### src/rtl/tag_alloc_ctrl.sv
// Physical-tag free-list sequencer for rename: alloc grant, free merge queue.
// Ports: alloc_* (rename), free*_* (commit), fl_* (free-list FIFO), flush, stall_cycles, err.
module tag_alloc_ctrl #(
  parameter int TAG_W        = 8,
  parameter int FREE_Q_DEPTH = 4,
  parameter int RESERVE      = 0
) (
  input  logic             clk,
  input  logic             reset_n,
  input  logic             alloc_valid,
  input  logic [1:0]       alloc_cnt,
  output logic             alloc_ready,
  output logic [TAG_W-1:0] alloc_tag0,
  output logic [TAG_W-1:0] alloc_tag1,
  output logic [1:0]       alloc_tag_vld,
  input  logic             free0_valid,
  input  logic [TAG_W-1:0] free0_tag,
  input  logic             free1_valid,
  input  logic [TAG_W-1:0] free1_tag,
  output logic             free_ready,
  input  logic             flush,
  output logic             fl_reset,
  output logic             fl_read_1,
  output logic             fl_read_2,
  output logic             fl_write,
  output logic [TAG_W-1:0] fl_write_tag,
  input  logic [TAG_W-1:0] fl_tag0,
  input  logic [TAG_W-1:0] fl_tag1,
  input  logic [7:0]       fl_freespace,
  output logic [15:0]      stall_cycles,
  output logic             err
);

  localparam int AW = $clog2(FREE_Q_DEPTH);
  localparam int CW = AW + 1;

  typedef enum logic [1:0] {
    S_INIT,
    S_SETTLE,
    S_RUN,
    S_FLUSH
  } state_t;

  state_t state;

  logic [TAG_W-1:0] mem [FREE_Q_DEPTH];
  logic [AW-1:0]    rd_ptr;
  logic [AW-1:0]    wr_ptr;
  logic [CW-1:0]    count;

  logic       cnt_ok;
  logic [9:0] need;
  logic       space_ok;
  logic       grant;
  logic       q_active;
  logic       enq0;
  logic       enq1;
  logic       deq;
  logic       drop;
  logic [CW-1:0] count_nxt;

  assign cnt_ok   = (alloc_cnt == 2'd1) || (alloc_cnt == 2'd2);
  assign need     = 10'(alloc_cnt) + 10'(RESERVE);
  assign space_ok = {2'b00, fl_freespace} >= need;

  assign alloc_ready = (state == S_RUN) & ~flush & cnt_ok & space_ok;
  assign grant       = alloc_valid & alloc_ready;
  assign fl_read_1   = grant & (alloc_cnt == 2'd1);
  assign fl_read_2   = grant & (alloc_cnt == 2'd2);

  assign q_active   = (state == S_RUN) || (state == S_FLUSH);
  // Room for a full pair is required so both ports can always be taken together.
  assign free_ready = q_active & (count <= CW'(FREE_Q_DEPTH - 2));

  assign enq0 = free_ready & free0_valid;
  assign enq1 = free_ready & free1_valid;
  assign drop = ~free_ready & (free0_valid | free1_valid);

  // Head is only visible after it has been stored, so a freed tag never
  // bypasses the queue into the free list in its arrival cycle.
  assign deq          = q_active & (count != '0);
  assign fl_write     = deq;
  assign fl_write_tag = deq ? mem[rd_ptr] : '0;

  assign count_nxt = count + CW'(enq0) + CW'(enq1) - CW'(deq);

  always_ff @(posedge clk) begin
    if (enq0) mem[wr_ptr] <= free0_tag;
    if (enq1) mem[enq0 ? wr_ptr + AW'(1) : wr_ptr] <= free1_tag;
  end

  always_ff @(posedge clk or negedge reset_n) begin
    if (!reset_n) begin
      rd_ptr <= '0;
      wr_ptr <= '0;
      count  <= '0;
    end else begin
      wr_ptr <= wr_ptr + AW'(enq0) + AW'(enq1);
      rd_ptr <= rd_ptr + AW'(deq);
      count  <= count_nxt;
    end
  end

  always_ff @(posedge clk or negedge reset_n) begin
    if (!reset_n) begin
      state    <= S_INIT;
      fl_reset <= 1'b1;
    end else begin
      unique case (state)
        S_INIT: begin
          state    <= S_SETTLE;
          fl_reset <= 1'b0;
        end
        S_SETTLE: state <= S_RUN;
        S_RUN: if (flush) state <= S_FLUSH;
        S_FLUSH: if (!flush && count == '0) state <= S_RUN;
        default: state <= S_INIT;
      endcase
    end
  end

  always_ff @(posedge clk or negedge reset_n) begin
    if (!reset_n) begin
      alloc_tag0    <= '0;
      alloc_tag1    <= '0;
      alloc_tag_vld <= 2'b00;
    end else begin
      alloc_tag_vld <= 2'b00;
      if (grant) begin
        alloc_tag0    <= fl_tag0;
        alloc_tag_vld <= fl_read_2 ? 2'b11 : 2'b01;
        if (fl_read_2) alloc_tag1 <= fl_tag1;
      end
    end
  end

  always_ff @(posedge clk or negedge reset_n) begin
    if (!reset_n) begin
      stall_cycles <= '0;
      err          <= 1'b0;
    end else begin
      if (state == S_RUN && alloc_valid && !alloc_ready &&
          stall_cycles != 16'hFFFF)
        stall_cycles <= stall_cycles + 16'd1;
      if ((alloc_valid && !cnt_ok) || drop)
        err <= 1'b1;
    end
  end

endmodule

### config.mk
export PLATFORM = sky130hd
export DESIGN_NAME = tag_alloc_ctrl
export DESIGN_NICKNAME = d
export VERILOG_FILES = /design/src/rtl/tag_alloc_ctrl.sv
export SDC_FILE = /design/constraint.sdc
export NUM_CORES = 1
export LEC_CHECK = 0
export ABC_AREA = 0
export CAP_MARGIN = 20
export CELL_PAD_IN_SITES_DETAIL_PLACEMENT = 1
export CELL_PAD_IN_SITES_GLOBAL_PLACEMENT = 2
export CORE_MARGIN = 2
export CORE_UTILIZATION = 33
export DETAILED_ROUTE_END_ITERATION = 12
export PLACE_DENSITY = 0.83
export SYNTH_ARGS = -nofsm -noshare
export SYNTH_HDL_FRONTEND = slang
export SYNTH_SLANG_ARGS = --single-unit
### constraint.sdc
create_clock -name clk -period 3.4 [get_ports clk]
set_clock_uncertainty 0.2 [all_clocks]
set_input_delay 0.68 -clock clk [delete_from_list [all_inputs] [get_ports clk]]
set_output_delay 0.68 -clock clk [all_outputs]
set_load 0.1 [all_outputs]
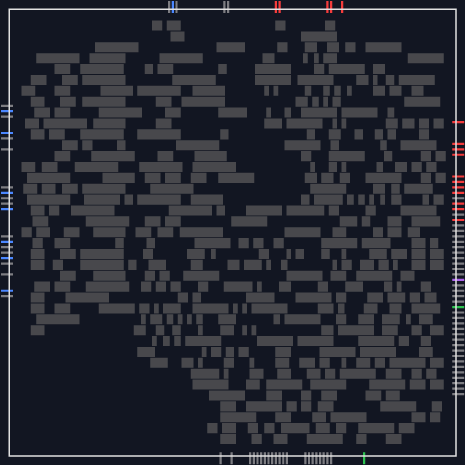
Fig. 1. Ports around the boundary (run 1).
Drawn at 4 px/µm. Pins as bars across the die edge, other pins in grey.
legend:
  alloc_tag_vld:
    colour: green
    pins: 2
    direction: output
    edge: 1 east, 1 south
  alloc_valid:
    colour: purple
    pins: 1
    direction: input
    edge: east
  free0_tag:
    colour: blue
    pins: 8
    direction: input
    edge: 7 west, 1 north
  stall_cycles:
    colour: red
    pins: 16
    direction: output
    edge: 11 east, 5 north
Port Buf Inserts: 96
Die Span Y: 111 µm
width of the die: 111 µm

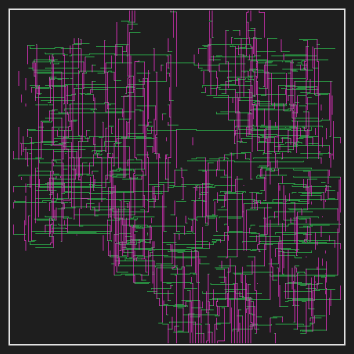
Fig. 2. Signal wires by layer (run 1).
Drawn at 3 px/µm. Only two layers are drawn.
legend:
  met2:
    colour: magenta
    wire_length: 4600 µm
  met1:
    colour: green
    wire_length: 3850 µm

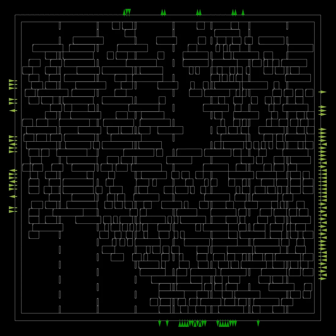
Fig. 3. Placed standard cells (run 1).
core region area: 11300 µm²
sequential share of cell area: 39.6%
sequential cells: 77
count of fill cells added during filler insertion: 1185

==> impl_metrics.json, run 1 <==
{
  "run_status": "completed",
  "slew-limit-headroom_pct": 62.6,
  "biggestCellCategory": "flip-flops and latches",
  "cp-endpoint": "alloc_ready",
  "synthCells": 276,
  "crit_reg_reg_startpoint": "count[1]",
  "timing.critical_path.slowest_cell_delay_ns": 0.43,
  "placedCellCount": 524,
  "ys_seq_share_pct": 54.9,
  "rrSetupSlack_ns": 0.64,
  "grt_pass1_wl_um": 15100,
  "non_clock_buffer_count": 111,
  "dpl_cell_area_um2": 4970,
  "final_report_hold_violation_count": 0,
  "min_path_type": "input pin to async pin",
  "chip_area_um2": 12400,
  "setup.worst_path.class": "input pin to output pin",
  "final_setup_vio_count": 0,
  "grt_antenna_before_repair": 0,
  "max_freq_mhz": 303,
  "min_period_over_period_pct": 97.0,
  "powerSeq_w": 0.00142,
  "hpwl_um": 6520,
  "grt-ovfl-total": 0,
  "synth-main-ff-cell": "sky130_fd_sc_hd__dfrtp_1",
  "fp_util_pct": 33.6,
  "final_util_pct": 46.6,
  "cts_htree_levels": 3,
  "gp_routability_congestion": 0.752,
  "top_area_cell": "sky130_fd_sc_hd__dfrtp_1",
  "finalNonFillerCells": 539,
  "tool_warnings": 30,
  "synth.yosys.warnings": 0,
  "top_regs": "mem x32, stall_cycles x16",
  "top_area_cell_share_pct": 29.0,
  "grt_start_max_net_pins": 46,
  "crit_path_max_fanout": 3,
  "buf_share_pct": 19.5,
  "netSwitchingPower_w": 0.00246,
  "flop_area_um2": 2090,
  "seq_power_share_pct": 28.7,
  "power_report.internal_total_w": 0.00251,
  "cts.hold.buffers_added": 0,
  "netlist_top_cells_area": "sky130_fd_sc_hd__dfrtp_1 29%, sky130_fd_sc_hd__edfxtp_1 25%, sky130_fd_sc_hd__mux2_2 12%, sky130_fd_sc_hd__mux4_2 4.7%, sky130_fd_sc_hd__ha_1 3.9%",
  "rsz0062_at_grt": "false",
  "clock_path_buffers": 2,
  "cts-resized-gates": 8,
  "layout-drive-gt1-share_pct": 36.6,
  "yosysChipArea_um2": 3800,
  "taps": 143,
  "regMostFlops": "mem",
  "pg_clk_w": 0.000878,
  "drt.antenna.violating_nets": 0,
  "leakage_nw": 2.22,
  "peakVddDrop_uv": 847,
  "design_area_um2": 5280,
  "max_cap_viol_count": 0,
  "post-route-worst-setup-slack_ns": 0.102,
  "synth.distinct_cells": 41,
  "area.combinational_um2": 1650,
  "crit_path_cell_trace": "clkdlybuf4s50_1 -> ha_1 -> or4_4 -> a211oi_4 -> buf_4 -> nor2_2 -> buf_12",
  "startpoint_type": "input pin",
  "postSynthRegisterBits": 77,
  "global_route.usage.total_pct": 15.6,
  "cts_buffers": 9,
  "clkSlewWorstSetupHoldPaths_ns": 0.06,
  "i_o_pin_cnt": 97,
  "tritoncts": "done",
  "post_cts.repair.setup_buffers": 0,
  "insertion_delay_ns": 0.34,
  "enable_flop_cells": 32,
  "cts_num_sinks": 77,
  "clockNetworkAreaShare_pct": 5.03,
  "multiInputCombCellCount": 177,
  "clockPowerShare_pct": 17.7,
  "syn-cell-area_um2": 3800
}
==> run 1: critical path: cells and delay by family <==
kind                       cells  cell delay, ns
AOI/OAI and AO/OA              1            0.32
buffers and inverters          3            0.76
and+or+nand+nor                2            0.48
adders and majority gates      1            0.17
==> run 1: cell families after synthesis <==
logic type	Yosys count	synth area share, %
AOI/OAI and AO/OA	16	3.42
and+or+nand+nor	72	10.6
xor gates and xnor gates	18	4.15
buffers and inverters	22	2.40
DFF	77	54.9
muxes	56	19.0
adders and majority gates	15	5.53
==> run 1: layer usage <==
metal	routed length [µm]	share of wire (%)	global-route usage, %
met5	0	0	0
met4	166	1.8	6.09
met2	4600	50	26.3
met3	530	5.8	3.88
met1	3850	42	19.3
Fig. 4: run 1, zoomed window
Window x 36 to 76, y 36 to 76 µm. Cells in grey, sequential cells in the stronger grey; small squares are vias.
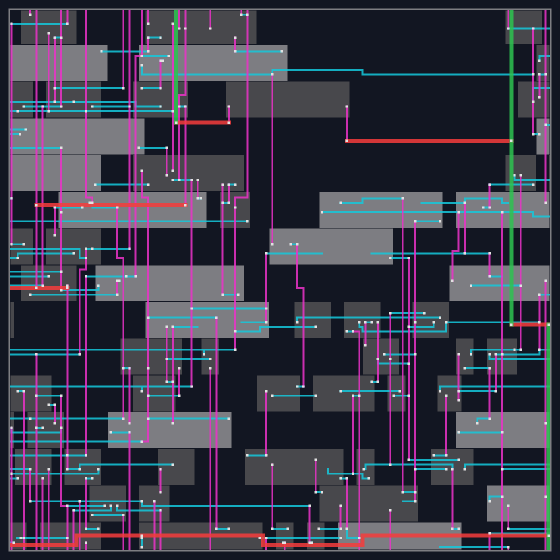

==> run 2, diff against run 1 <==
==> constraint.sdc (replaced) <==
create_clock -name clk -period 3.3 [get_ports clk]
set_clock_uncertainty 0.2 [all_clocks]
set_input_delay 0.66 -clock clk [delete_from_list [all_inputs] [get_ports clk]]
set_output_delay 0.66 -clock clk [all_outputs]
set_load 0.1 [all_outputs]
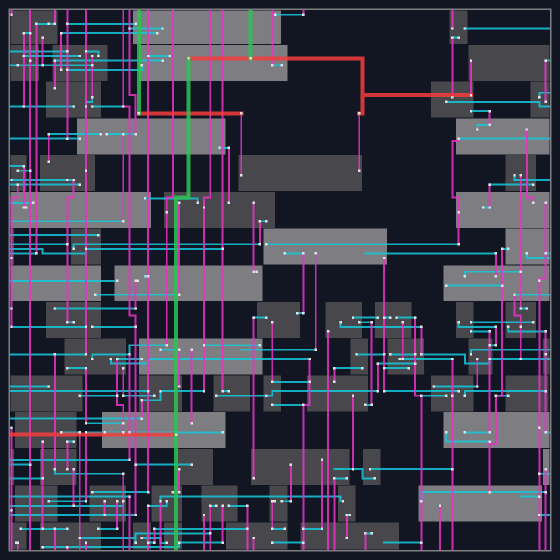
Fig. 5. Zoomed window (run 2).
Window x 36 to 76, y 36 to 76 µm. Cells in grey, sequential cells in the stronger grey; small squares are vias.
legend:
  met3:
    colour: red
  met4:
    colour: green
  met2:
    colour: magenta
  met1:
    colour: cyan
sequential cells in the window: 14
most frequent: dfrtp_1 (7), mux2_2 (6), edfxtp_1 (6)
cells with their middle in the window: 60
netlist names of flops here include: mem (6), rd_ptr (2), state (2)

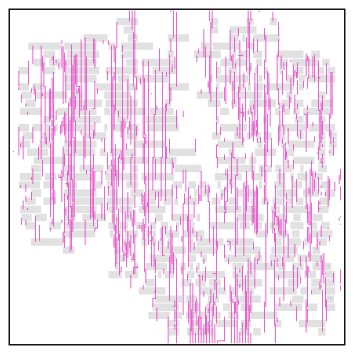
Fig. 6. Met2 routing (run 2).
Drawn at 3 px/µm.
main direction: vertical
nets with wire on the layer: 415
longest straight run: 65.6 µm
share of all routed wire: 50%
met2 track utilization from global routing: 26.3%
via count: 2612
post-detailed-routing wire length: 9040 µm

==> run 2 against run 1 <==
  * Hold slack better by 0.015 ns
  * Total power up 8.6%
  * Sequential power up 4%
  * Largest power group unchanged
  * Clock-buffer cell count unchanged
==> impl_metrics.json, run 2 <==
{
  "cell_count_along_the_critical_path": 7,
  "synthTopLogicFamily": "multiplexers",
  "i_o_pin_cnt": 97,
  "clkSlewWorstSetupHoldPaths_ns": 0.06,
  "final_report_hold_violation_count": 0,
  "leakage_nw": 2.28,
  "timing.critical_path.slowest_cell_delay_ns": 0.36,
  "clock_path_buffers": 2,
  "critical_path_buf_inv_count": 3,
  "grt_start_max_net_pins": 46,
  "max_freq_mhz": 307,
  "cts_buffers": 9,
  "buffer_ports.inserted": 96,
  "post_cts.repair.setup_buffers": 0,
  "rsz0062_at_grt": "true",
  "fp_util_pct": 33.6,
  "synthCells": 276,
  "core_region_area_um2": 11300,
  "crit_path_max_fanout": 2,
  "layout-drive-gt1-share_pct": 36.8,
  "regMostFlops": "mem",
  "synth-main-ff-cell": "sky130_fd_sc_hd__dfrtp_1",
  "peakVddDrop_uv": 1060,
  "finalNonFillerCells": 540,
  "mux_area_share_pct": 19.0,
  "synth.yosys.warnings": 0,
  "design_area_um2": 5400,
  "die_width_um": 111,
  "cts_htree_levels": 3,
  "global_route.usage.total_pct": 15.1,
  "min_path_type": "input pin to async pin",
  "min_period_over_period_pct": 98.8,
  "grt-ovfl-total": 0,
  "gp_routability_congestion": 0.754,
  "enable_flop_cells": 32,
  "routed-wl-met2_um": 4520,
  "drt.antenna.violating_nets": 0,
  "synth-simple-area-share_pct": 10.6,
  "top_layer": "met4",
  "cts_num_sinks": 77,
  "gr-max-usage-layer": "met2",
  "netlist_top_cells_area": "sky130_fd_sc_hd__dfrtp_1 29%, sky130_fd_sc_hd__edfxtp_1 25%, sky130_fd_sc_hd__mux2_2 12%, sky130_fd_sc_hd__mux4_2 4.7%, sky130_fd_sc_hd__ha_1 3.9%",
  "top_regs": "mem x32, stall_cycles x16",
  "final_util_pct": 47.7,
  "floorplan.die.height_um": 111,
  "slew-limit-headroom_pct": 61.1,
  "run_status": "completed",
  "yosysChipArea_um2": 3800,
  "crit_reg_reg_startpoint": "count[1]",
  "count_of_fill_cells_added_during_filler_insertion": 1150,
  "top_area_cell_share_pct": 29.0,
  "rrSetupSlack_ns": 0.54,
  "grt_antenna_before_repair": 0,
  "met3_usage_pct": 4.54,
  "flop_area_um2": 2090,
  "fraction_of_synthesized_cell_area_in_xor_and_xnor_cells_pct": 4.15
}
[run 2: final cells by class]
| cell class | count | share of cell area (%) |
|---|---|---|
| Clock buffer | 9 | 4.17 |
| Clock inverter | 7 | 1.34 |
| Inverter | 16 | 1.11 |
| Multi-Input combinational cell | 177 | 30.6 |
| Sequential cell | 77 | 38.7 |
| Tap cell | 143 | 3.31 |
| Timing Repair Buffer | 111 | 20.8 |
[run 2: where the power goes]
group	leakage, nW	switching, W	internal [W]
Sequential	0.861	0.000196	0.00127
Clock	0.145	0.000392	0.000588
Combinational	1.27	0.00198	0.000966
[run 2: what timing repair did]
action,CTS,global route
gates resized,10,1
setup endpoints to repair,3,3
gates cloned,0,0
pin swaps,4,1
Power figures rest on the tool's default switching activity, not on a simulated workload.
